### Signal wires on met4, run 1

Bar = 20 µm.
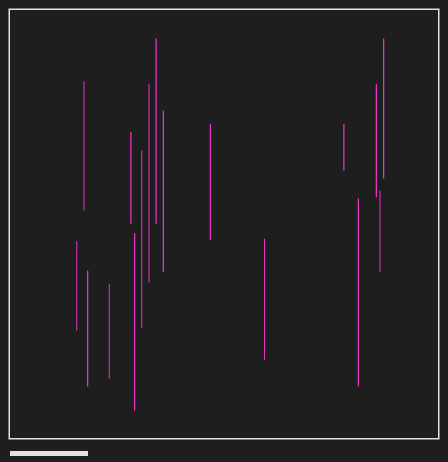
### Clock wires, drivers and flops, run 1

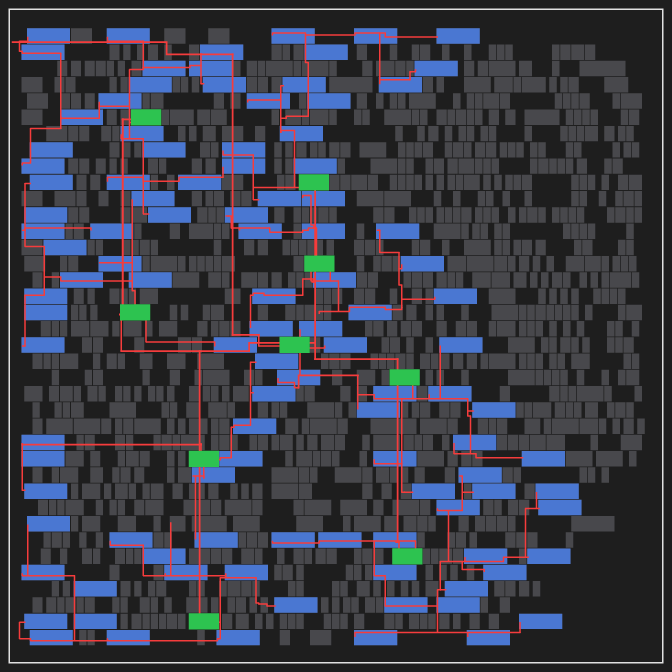
### Clock routing, run 1

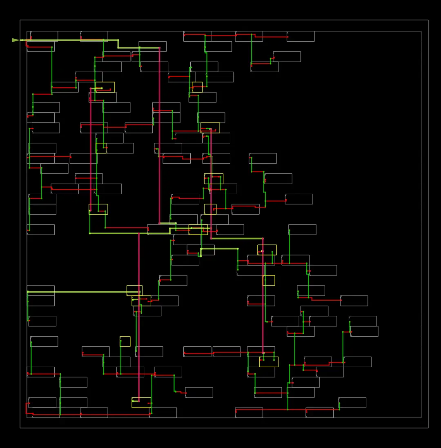
==> src/rtl/pwm_pkg.sv <==
// pwm_pkg: definitions shared by the PWM generator and capture blocks.
//   DUTY_W          - duty command / measurement width
//   CW_DEFAULT      - default width of the period and high-time counters
//   TIMEOUT_DEFAULT - default clocks without a rising edge before "stuck"
//   cap_state_t     - capture FSM states
package pwm_pkg;

    localparam int unsigned DUTY_W          = 8;
    localparam int unsigned CW_DEFAULT      = 20;
    localparam int unsigned TIMEOUT_DEFAULT = 1_000_000;

    // ST_ACQ  : waiting for the first rising edge; partial period is discarded
    // ST_RUN  : every rising edge closes a full period measurement
    // ST_STUCK: no rising edge for TIMEOUT clocks; duty forced to 0 or 255
    typedef enum logic [1:0] {
        ST_ACQ   = 2'd0,
        ST_RUN   = 2'd1,
        ST_STUCK = 2'd2
    } cap_state_t;

endpackage

==> src/rtl/pwm_frac_div.sv <==
// pwm_frac_div: serial restoring divider producing q = min(255, floor(H*256/P)).
//   clk, rst - clock, synchronous active-low reset
//   start    - load H/P and begin a divide (ignored while busy)
//   abort    - cancel any divide in progress (wins over start)
//   H, P     - high time and period in clocks
//   busy     - divide in progress
//   q        - quotient, valid in the cycle where done is high
//   done     - high in the cycle of the final iteration (combinational)
module pwm_frac_div
    import pwm_pkg::*;
#(
    parameter int unsigned CW = CW_DEFAULT
) (
    input  logic              clk,
    input  logic              rst,
    input  logic              start,
    input  logic [CW-1:0]     H,
    input  logic [CW-1:0]     P,
    input  logic              abort,
    output logic              busy,
    output logic [DUTY_W-1:0] q,
    output logic              done
);

    localparam int unsigned IW = $clog2(DUTY_W);

    logic [CW:0]       rem;
    logic [CW-1:0]     div;
    logic [DUTY_W-1:0] quo;
    logic [IW-1:0]     iter;
    logic              ovf;

    logic [CW:0]       rem_sh;
    logic [CW:0]       rem_nx;
    logic              ge;
    logic [DUTY_W-1:0] quo_nx;

    // One restoring step; the last step's quotient is presented directly on q
    // so the top level can register it on the same edge the divide finishes.
    always_comb begin
        rem_sh = rem << 1;
        ge     = (rem_sh >= {1'b0, div});
        rem_nx = ge ? (rem_sh - {1'b0, div}) : rem_sh;
        quo_nx = {quo[DUTY_W-2:0], ge};
        done   = busy && (iter == IW'(DUTY_W - 1));
        q      = ovf ? '1 : quo_nx;
    end

    always_ff @(posedge clk) begin
        if (!rst) begin
            rem  <= '0;
            div  <= '0;
            quo  <= '0;
            iter <= '0;
            ovf  <= 1'b0;
            busy <= 1'b0;
        end else if (abort) begin
            busy <= 1'b0;
        end else if (start && !busy) begin
            rem  <= {1'b0, H};
            div  <= P;
            quo  <= '0;
            iter <= '0;
            // H >= P would overflow 8 quotient bits; clamp to full scale
            ovf  <= (H >= P);
            busy <= 1'b1;
        end else if (busy) begin
            rem  <= rem_nx;
            quo  <= quo_nx;
            iter <= iter + 1'b1;
            if (done) begin
                busy <= 1'b0;
            end
        end
    end

endmodule

==> src/rtl/pwm_capture.sv <==
// pwm_capture: recovers the 8-bit duty of an incoming PWM waveform.
//   CW, TIMEOUT - counter width, clocks without rising edge before "stuck"
//   clk         - system clock
//   rst         - synchronous active-low reset
//   pwm_in      - asynchronous PWM input
//   duty        - latest measured duty (0 = always low, 255 = always high)
//   duty_valid  - one-cycle pulse when duty updates
//   stuck       - high from timeout until the next divider result
module pwm_capture
    import pwm_pkg::*;
#(
    parameter int unsigned CW      = CW_DEFAULT,
    parameter int unsigned TIMEOUT = TIMEOUT_DEFAULT
) (
    input  logic              clk,
    input  logic              rst,
    input  logic              pwm_in,
    output logic [DUTY_W-1:0] duty,
    output logic              duty_valid,
    output logic              stuck
);

    localparam logic [CW-1:0] TO_MAX = CW'(TIMEOUT);
    localparam logic [CW-1:0] TO_PRE = CW'(TIMEOUT - 1);

    logic s1, s2, s3;
    logic rise, fall;

    logic [CW-1:0] pcnt;
    logic [CW-1:0] hcnt;

    cap_state_t state;

    logic              timeout_hit;
    logic              enter_stuck;
    logic              div_start;
    logic              div_busy;
    logic              div_done;
    logic [DUTY_W-1:0] div_q;

    // STUCK is entered on the edge where pcnt reaches TIMEOUT, so the test
    // looks one count ahead. A rising edge always takes precedence.
    always_comb begin
        rise        = s2 & ~s3;
        fall        = ~s2 & s3;
        timeout_hit = !rise && (pcnt >= TO_PRE);
        enter_stuck = (state != ST_STUCK) && timeout_hit;
        // Snapshots arriving while the divider is busy are dropped.
        div_start   = (state == ST_RUN) && rise && !div_busy;
    end

    always_ff @(posedge clk) begin
        if (!rst) begin
            s1         <= 1'b0;
            s2         <= 1'b0;
            s3         <= 1'b0;
            pcnt       <= '0;
            hcnt       <= '0;
            state      <= ST_ACQ;
            duty       <= '0;
            duty_valid <= 1'b0;
            stuck      <= 1'b0;
        end else begin
            s1 <= pwm_in;
            s2 <= s1;
            s3 <= s2;

            if (rise) begin
                pcnt <= CW'(1);
                hcnt <= CW'(1);
            end else if ((state == ST_STUCK) && fall) begin
                pcnt <= CW'(1);
                hcnt <= '0;
            end else begin
                if (pcnt != TO_MAX) begin
                    pcnt <= pcnt + 1'b1;
                end
                if (s2 && (hcnt != TO_MAX)) begin
                    hcnt <= hcnt + 1'b1;
                end
            end

            duty_valid <= 1'b0;

            // Timeout entry overrides a divider result finishing on the same
            // edge; the divider is aborted through enter_stuck.
            if (enter_stuck) begin
                state      <= ST_STUCK;
                duty       <= s2 ? '1 : '0;
                duty_valid <= 1'b1;
                stuck      <= 1'b1;
            end else begin
                if (div_done) begin
                    duty       <= div_q;
                    duty_valid <= 1'b1;
                    stuck      <= 1'b0;
                end
                case (state)
                    ST_ACQ: begin
                        if (rise) begin
                            state <= ST_RUN;
                        end
                    end
                    ST_RUN: begin
                        state <= ST_RUN;
                    end
                    ST_STUCK: begin
                        if (rise) begin
                            state <= ST_RUN;
                        end else if (fall) begin
                            state <= ST_ACQ;
                        end
                    end
                    default: begin
                        state <= ST_ACQ;
                    end
                endcase
            end
        end
    end

    pwm_frac_div #(
        .CW (CW)
    ) u_div (
        .clk   (clk),
        .rst   (rst),
        .start (div_start),
        .H     (hcnt),
        .P     (pcnt),
        .abort (enter_stuck),
        .busy  (div_busy),
        .q     (div_q),
        .done  (div_done)
    );

endmodule

==> config.mk <==
export PLATFORM = sky130hd
export DESIGN_NAME = pwm_capture
export DESIGN_NICKNAME = d
export VERILOG_FILES = /design/src/rtl/pwm_pkg.sv /design/src/rtl/pwm_frac_div.sv /design/src/rtl/pwm_capture.sv
export SDC_FILE = /design/constraint.sdc
export NUM_CORES = 1
export LEC_CHECK = 0
export ABC_AREA = 1
export CAP_MARGIN = 20
export CORE_MARGIN = 1.5
export CORE_UTILIZATION = 62
export CTS_CLUSTER_DIAMETER = 40
export CTS_CLUSTER_SIZE = 28
export DETAILED_ROUTE_END_ITERATION = 16
export PLACE_DENSITY = 0.79
export SLEW_MARGIN = 20
export SYNTH_ARGS = -nofsm -noshare
export SYNTH_HDL_FRONTEND = slang
export SYNTH_SLANG_ARGS = --single-unit
==> constraint.sdc <==
create_clock -name clk -period 4.9 [get_ports clk]
set_input_delay 0.735 -clock clk [delete_from_list [all_inputs] [get_ports clk]]
set_output_delay 0.735 -clock clk [all_outputs]
set_load 0.02 [all_outputs]
==> qor.yml, run 1 <==
power_and_ir_drop:
  ir_worst_vdd_mv: 0.194
  pwr_density_cell_nw_per_um2: 245
  p_leak_uw: 0.00322
  power_frac_comb_pct: 21.8
  clkPwrFrac_pct: 28.6
  p_sw_share_pct: 33.4
  power_top_consumer: "sequential cells"
  pg_seq_uw: 888
layout:
  drive_gt1_share_pct: 4.11
  flop_area_um2: 2140
  instances_no_fill: 1210
  nFillCells: 1035
  final_util_pct: 67.1
  comb_cells: 768
  nonClkBufAreaFrac_pct: 1.95
  inverters: 165
  area_growth_pct: 4.70
  clock_buffers: 9
  finish.instance_area_um2: 7300
  n_all_buffers: 15
  final_cell_mix: "nand2_1 (294), inv_1 (160), a21oi_1 (118)"
floorplanning:
  num_rows: 38
  chipWidth_um: 109
  die-area_um2: 11900
  die_h_um: 109
  coreArea_um2: 10900
global_route:
  grt_pass1_vias: 6090
  grtUsageMet3_pct: 3.11
  globalRouteMet1Util_pct: 43.8
  grt_pass1_wl_mm: 29.4
  grt_usage_pct: 31.9
  grt-ovfl-total: 0
  met2_usage_pct: 50.8
worst_hold_path:
  min_from: "s1"
  holdPathStages: 2
  holdCritPathClass: "reg -> reg"
synthesis:
  common_cells: "nand2_1 (294), inv_1 (160), a21oi_1 (118)"
  ys_top_cells_by_area: "dfxtp_1 (31%), nand2_1 (16%), ha_1 (8.6%), inv_1 (8.6%), a21oi_1 (8.5%)"
  yosys_cells: 1070
  logic_family: "simple AND/OR/NAND/NOR gates"
  yosys.area_share.simple_pct: 31.2
  avgSynthCellArea_um2: 6.52
  yosys.area.top_type_share_pct: 30.7
  edf_count: 0
  mux_share_pct: 0
  xor_share_pct: 3.39
  flop_cell: "dfxtp_1"
  top_area_cell: "dfxtp_1"
  most_common_cell: "nand2_1"
  synth_cell_types: 39
  synthArstFlopShare_pct: 0
  adder_share_pct: 8.90
worst_setup_path:
  r2r-start: "hcnt[0]"
  crit_start: "hcnt[0]"
  r2r-end: "hcnt[0]"
  path_depth: 9
  crit_arrival_ns: 3.08
  reg2reg_setup_slack_ns: 2.05
  crit_path_start_kind: "register"
  cp_top_family: "simple AND/OR/NAND/NOR gates"
  crit_end: "hcnt[0]"
  ff2ff_path_depth: 9
route:
  drt_iter0_markers: 457
  ant_nets: 0
  wl_met1_mm: 8.48
  drc_errors: 0
  finalWirelength_mm: 17.7
  wl_met2_mm: 7.76
  top_layer: "met4"
final_timing:
  period_used_pct: 58.2
  worst_pin_slew_ns: 1.07
  setup_viol: 0
  relSlewSlack_pct: 28.8
  slew_viol_final: 0
  fin_setup_tns_ns: 0
  clock.fmax_mhz: 351
  setup_ws_ns: 2.05
job:
  openroad.warnings: 30
  cap_violations: 0
clocking:
  cts_tree: "done"
  holdBufCountCts: 0
  clk_path_buf_depth: 2
  post_cts_buffers: 0
  path_clk_slew_ns: 0.10
placed_design:
  place.gp.congestion: 0.960
  detailed_place.area_um2: 7130
  dp_slack_ns: 1.90
run_status:
  status: "finished clean"
-- 'Signal wires on met4' (at the start) --
nets with wire on the layer = 13
share of all routed wire = 3.2%
main direction = vertical
wire length on this layer = 562 µm

-- 'Clock wires, drivers and flops' (at the start) --
red -> clock wires  # length 1,250 µm
blue -> flip-flops  # count 107
green -> clock-net drivers  # count 9
routed clock nets = 10

-- 'Clock routing' (at the start) --
Worst Skew: 0.0128 ns
CTS buffer count: 9
num sequential: 107
CTS Sinks: 107

==> run 2, diff against run 1 <==
--- a/config.mk
+++ b/config.mk
@@ -8,11 +8,11 @@
 export ABC_AREA = 1
 export CAP_MARGIN = 20
 export CORE_MARGIN = 1.5
-export CORE_UTILIZATION = 62
+export CORE_UTILIZATION = 57
 export CTS_CLUSTER_DIAMETER = 40
 export CTS_CLUSTER_SIZE = 28
 export DETAILED_ROUTE_END_ITERATION = 16
-export PLACE_DENSITY = 0.79
+export PLACE_DENSITY = 0.77
 export SLEW_MARGIN = 20
 export SYNTH_ARGS = -nofsm -noshare
 export SYNTH_HDL_FRONTEND = slang
==> constraint.sdc (replaced) <==
create_clock -name clk -period 2.3 [get_ports clk]
set_input_delay 0.345 -clock clk [delete_from_list [all_inputs] [get_ports clk]]
set_output_delay 0.345 -clock clk [all_outputs]
set_load 0.02 [all_outputs]
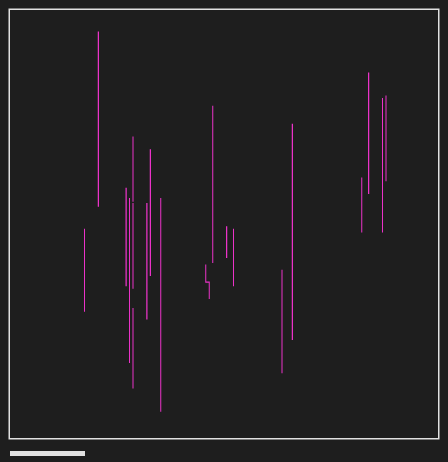
*Signal wires on met4, run 2*
Bar = 20 µm.
wire length on this layer = 581 µm
share of all routed wire = 3.2%
nets with wire on the layer = 18
longest straight run = 57.1 µm
main direction = vertical

==> qor.yml, run 2 <==
global_route:
  grtUsageMet3_pct: 3.24
  grt-ovfl-total: 0
  globalRouteMet1Util_pct: 41.3
  grt_pass1_wl_mm: 30.2
  grt_pass1_vias: 6148
  met2_usage_pct: 45.6
  grt_usage_pct: 29.3
layout:
  flop_area_um2: 2140
  final_cell_mix: "nand2_1 (293), inv_1 (159), a21oi_1 (117)"
  clock_buffers: 9
  finish.instance_area_um2: 7730
  flops: 107
  comb_area_share_pct: 53.3
  inverters: 165
  drive_gt1_share_pct: 7.50
  nFillCells: 1080
  n_all_buffers: 38
  nonClkBufAreaFrac_pct: 4.56
  largest_cell_class: "multi-input combinational cells"
  final_util_pct: 64.6
  comb_cells: 768
  area_growth_pct: 10.8
synthesis:
  yosys.area_share.simple_pct: 31.2
  mux_share_pct: 0
  most_common_cell: "nand2_1"
  edf_count: 0
  ys_top_cells_by_area: "dfxtp_1 (31%), nand2_1 (16%), ha_1 (8.6%), inv_1 (8.6%), a21oi_1 (8.5%)"
  adder_share_pct: 8.90
  synth_cell_types: 39
  yosys.area.top_type_share_pct: 30.7
  logic_family: "simple AND/OR/NAND/NOR gates"
  top_area_cell: "dfxtp_1"
  yosys_cells: 1070
  avgSynthCellArea_um2: 6.52
  synthArstFlopShare_pct: 0
  common_cells: "nand2_1 (294), inv_1 (160), a21oi_1 (118)"
  yosysSeqAreaShare_pct: 30.7
  flop_cell: "dfxtp_1"
  xor_share_pct: 3.39
route:
  finalWirelength_mm: 18.3
  drc_errors: 0
  top_layer: "met4"
  wl_met2_mm: 8.13
  ant_nets: 0
  wl_met1_mm: 8.62
  drt_iter0_markers: 541
  wl_per_cell_um: 14.8
worst_setup_path:
  path_depth: 14
  crit_arrival_ns: 2.41
  crit_end: "u_div.rem[17]"
  crit_start: "u_div.div[19]"
  crit_path_start_kind: "register"
  crit_buf_inv: 4
  ff2ff_path_depth: 14
  worstPathCellList: "inv_1 > ha_1 > inv_1 > nor2_2 > nand3_1 > nor3_4 > nor2_4 > buf_4 > nand3_1 > nand2_1 > inv_1 > nand2_1 > nand2_1 > a21oi_2"
  reg2reg_setup_slack_ns: 0.14
  r2r-end: "u_div.rem[17]"
  r2r-start: "u_div.div[19]"
final_timing:
  rsz0062_at_grt: "yes"
  clock.fmax_mhz: 463
  finalClockSkew_ns: 0.0119
  setup_ws_ns: 0.139
  worst_pin_slew_ns: 0.664
  period_used_pct: 94.0
  relSlewSlack_pct: 55.3
  setup_viol: 0
  fin_setup_tns_ns: 0
  slew_viol_final: 0
power_and_ir_drop:
  power_top_consumer: "sequential cells"
  power_frac_comb_pct: 20.6
  ir_worst_vdd_mv: 0.418
  p_sw_share_pct: 32.0
  clkPwrFrac_pct: 35.9
  pg_seq_uw: 1890
  pwr_density_cell_nw_per_um2: 562
placed_design:
  dp.cells: 1224
  dp_slack_ns: 0.0980
  place.gp.congestion: 0.925
  detailed_place.area_um2: 7330
floorplanning:
  fp_util_pct: 58.3
  coreArea_um2: 12000
  chipWidth_um: 114
  die_h_um: 114
  num_rows: 40
  die-area_um2: 12900
job:
  cap_violations: 0
clocking:
  clk_path_buf_depth: 2
  path_clk_slew_ns: 0.08
  cts_tree: "done"
  clock-sinks: 107
  holdBufCountCts: 0
  cts_buffers: 9
worst_hold_path:
  min_from: "s1"
  holdCritPathClass: "reg -> reg"
run_status:
  status: "finished clean"
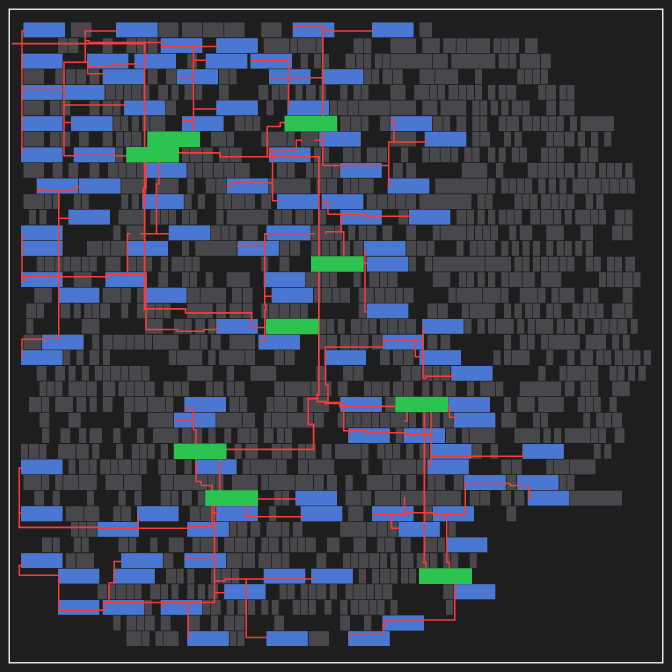
*Clock wires, drivers and flops, run 2*
blue -> flip-flops  # count 107
red -> clock wires  # length 1,200 µm
green -> clock-net drivers  # count 9
flops lie = widely spread
routed clock nets = 10

==> run 3, diff against run 2 <==
--- a/config.mk
+++ b/config.mk
@@ -5,7 +5,6 @@
 export SDC_FILE = /design/constraint.sdc
 export NUM_CORES = 1
 export LEC_CHECK = 0
-export ABC_AREA = 1
 export CAP_MARGIN = 20
 export CORE_MARGIN = 1.5
 export CORE_UTILIZATION = 57
==> constraint.sdc (replaced) <==
create_clock -name clk -period 2.3 [get_ports clk]
set_input_delay 0.345 -clock clk [delete_from_list [all_inputs] [get_ports clk]]
set_output_delay 0.345 -clock clk [all_outputs]
set_load 0.005 [all_outputs]
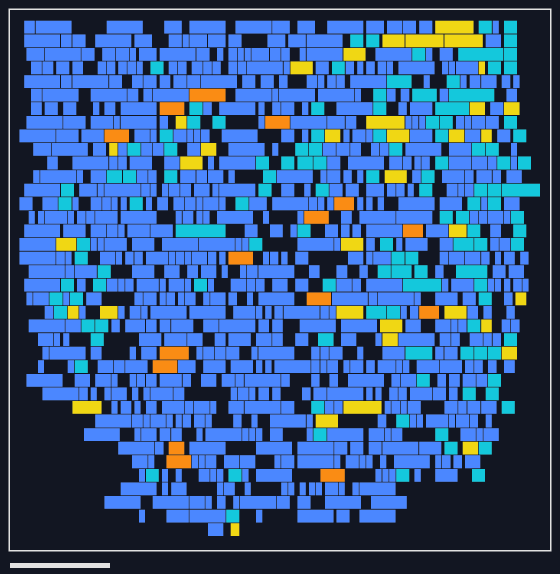
*Cells by drive strength, run 3*
Bar = 20 µm.
cyan -> x3 and x4  # cells 123
yellow -> x2  # cells 36
orange -> x6 and larger  # cells 15
blue -> x1 and smaller  # cells 705

==> qor.yml, run 3 <==
run_status:
  status: "complete, but fails checks"
  violations: "negative setup slack"
synthesis:
  synth_cell_types: 65
  common_cells: "dfxtp_1 (107), nand2_1 (77), nor2_1 (75)"
  edf_count: 0
  yosysSeqAreaShare_pct: 34.0
  yosys.area_share.simple_pct: 22.5
  ys_top_cells_by_area: "dfxtp_1 (34%), ha_1 (9.5%), nand2_1 (4.6%), nor2_1 (4.5%), xnor2_1 (4.3%)"
  mux_share_pct: 1.15
  yosys_cells: 781
  most_common_cell: "dfxtp_1"
  avgSynthCellArea_um2: 8.07
route:
  finalWirelength_mm: 16.9
  drc_errors: 0
  top_layer: "met4"
  wl_met1_mm: 7.81
  wl_per_cell_um: 16.6
  wl_met2_mm: 7.91
floorplanning:
  die_h_um: 108
  chipWidth_um: 108
  die-area_um2: 11700
  num_rows: 38
clocking:
  cts_tree: "done"
  clock-sinks: 107
  path_clk_slew_ns: 0.11
  holdBufCountCts: 0
global_route:
  grt_pass1_wl_mm: 27.6
  grt_usage_pct: 29.8
  grt_pass1_vias: 5874
  grtUsageMet3_pct: 5.85
  met2_usage_pct: 49.4
  grt-ovfl-total: 0
  globalRouteMet1Util_pct: 38.7
worst_setup_path:
  cp_top_family: "AND-OR/OR-AND gates"
  reg2reg_setup_slack_ns: -0.28
  crit_arrival_ns: 2.85
  path_depth: 12
  ff2ff_path_depth: 12
  crit_end: "u_div.rem[12]"
final_timing:
  slew_viol_final: 0
  finalClockSkew_ns: 0.0142
  relSlewSlack_pct: 70.4
  setup_ws_ns: -0.277
  fin_setup_tns_ns: -4.21
  period_used_pct: 112
  setup_viol: 22
  worst_pin_slew_ns: 0.440
layout:
  flop_area_um2: 2150
  instances_no_fill: 1019
  nFillCells: 831
  finish.instance_area_um2: 7640
  final_util_pct: 70.8
  clock_buffers: 9
  final_cell_mix: "buf_4 (106), dfxtp_1 (102), nand2_1 (76)"
  comb_area_share_pct: 52.0
power_and_ir_drop:
  pwr_density_cell_nw_per_um2: 424
  p_leak_uw: 0.00300
  clkPwrFrac_pct: 34.0
job:
  cap_violations: 0
  openroad.warnings: 33
placed_design:
  dp_slack_ns: -0.311
worst_hold_path:
  min_from: "rst"
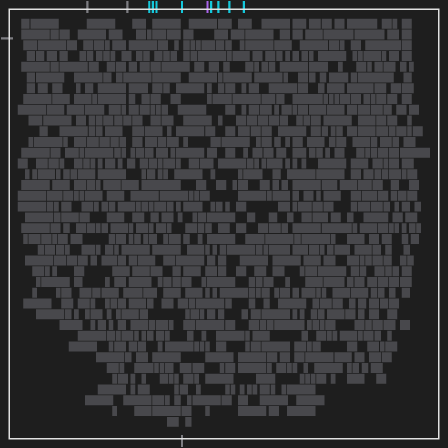
*Ports around the boundary, run 3*
Pins as bars across the die edge, other pins in gray.
cyan -> duty  # pins 8, direction output, edge north
purple -> stuck  # pins 1, direction output, edge north
all pins by edge = 11 north, 1 west, 1 south

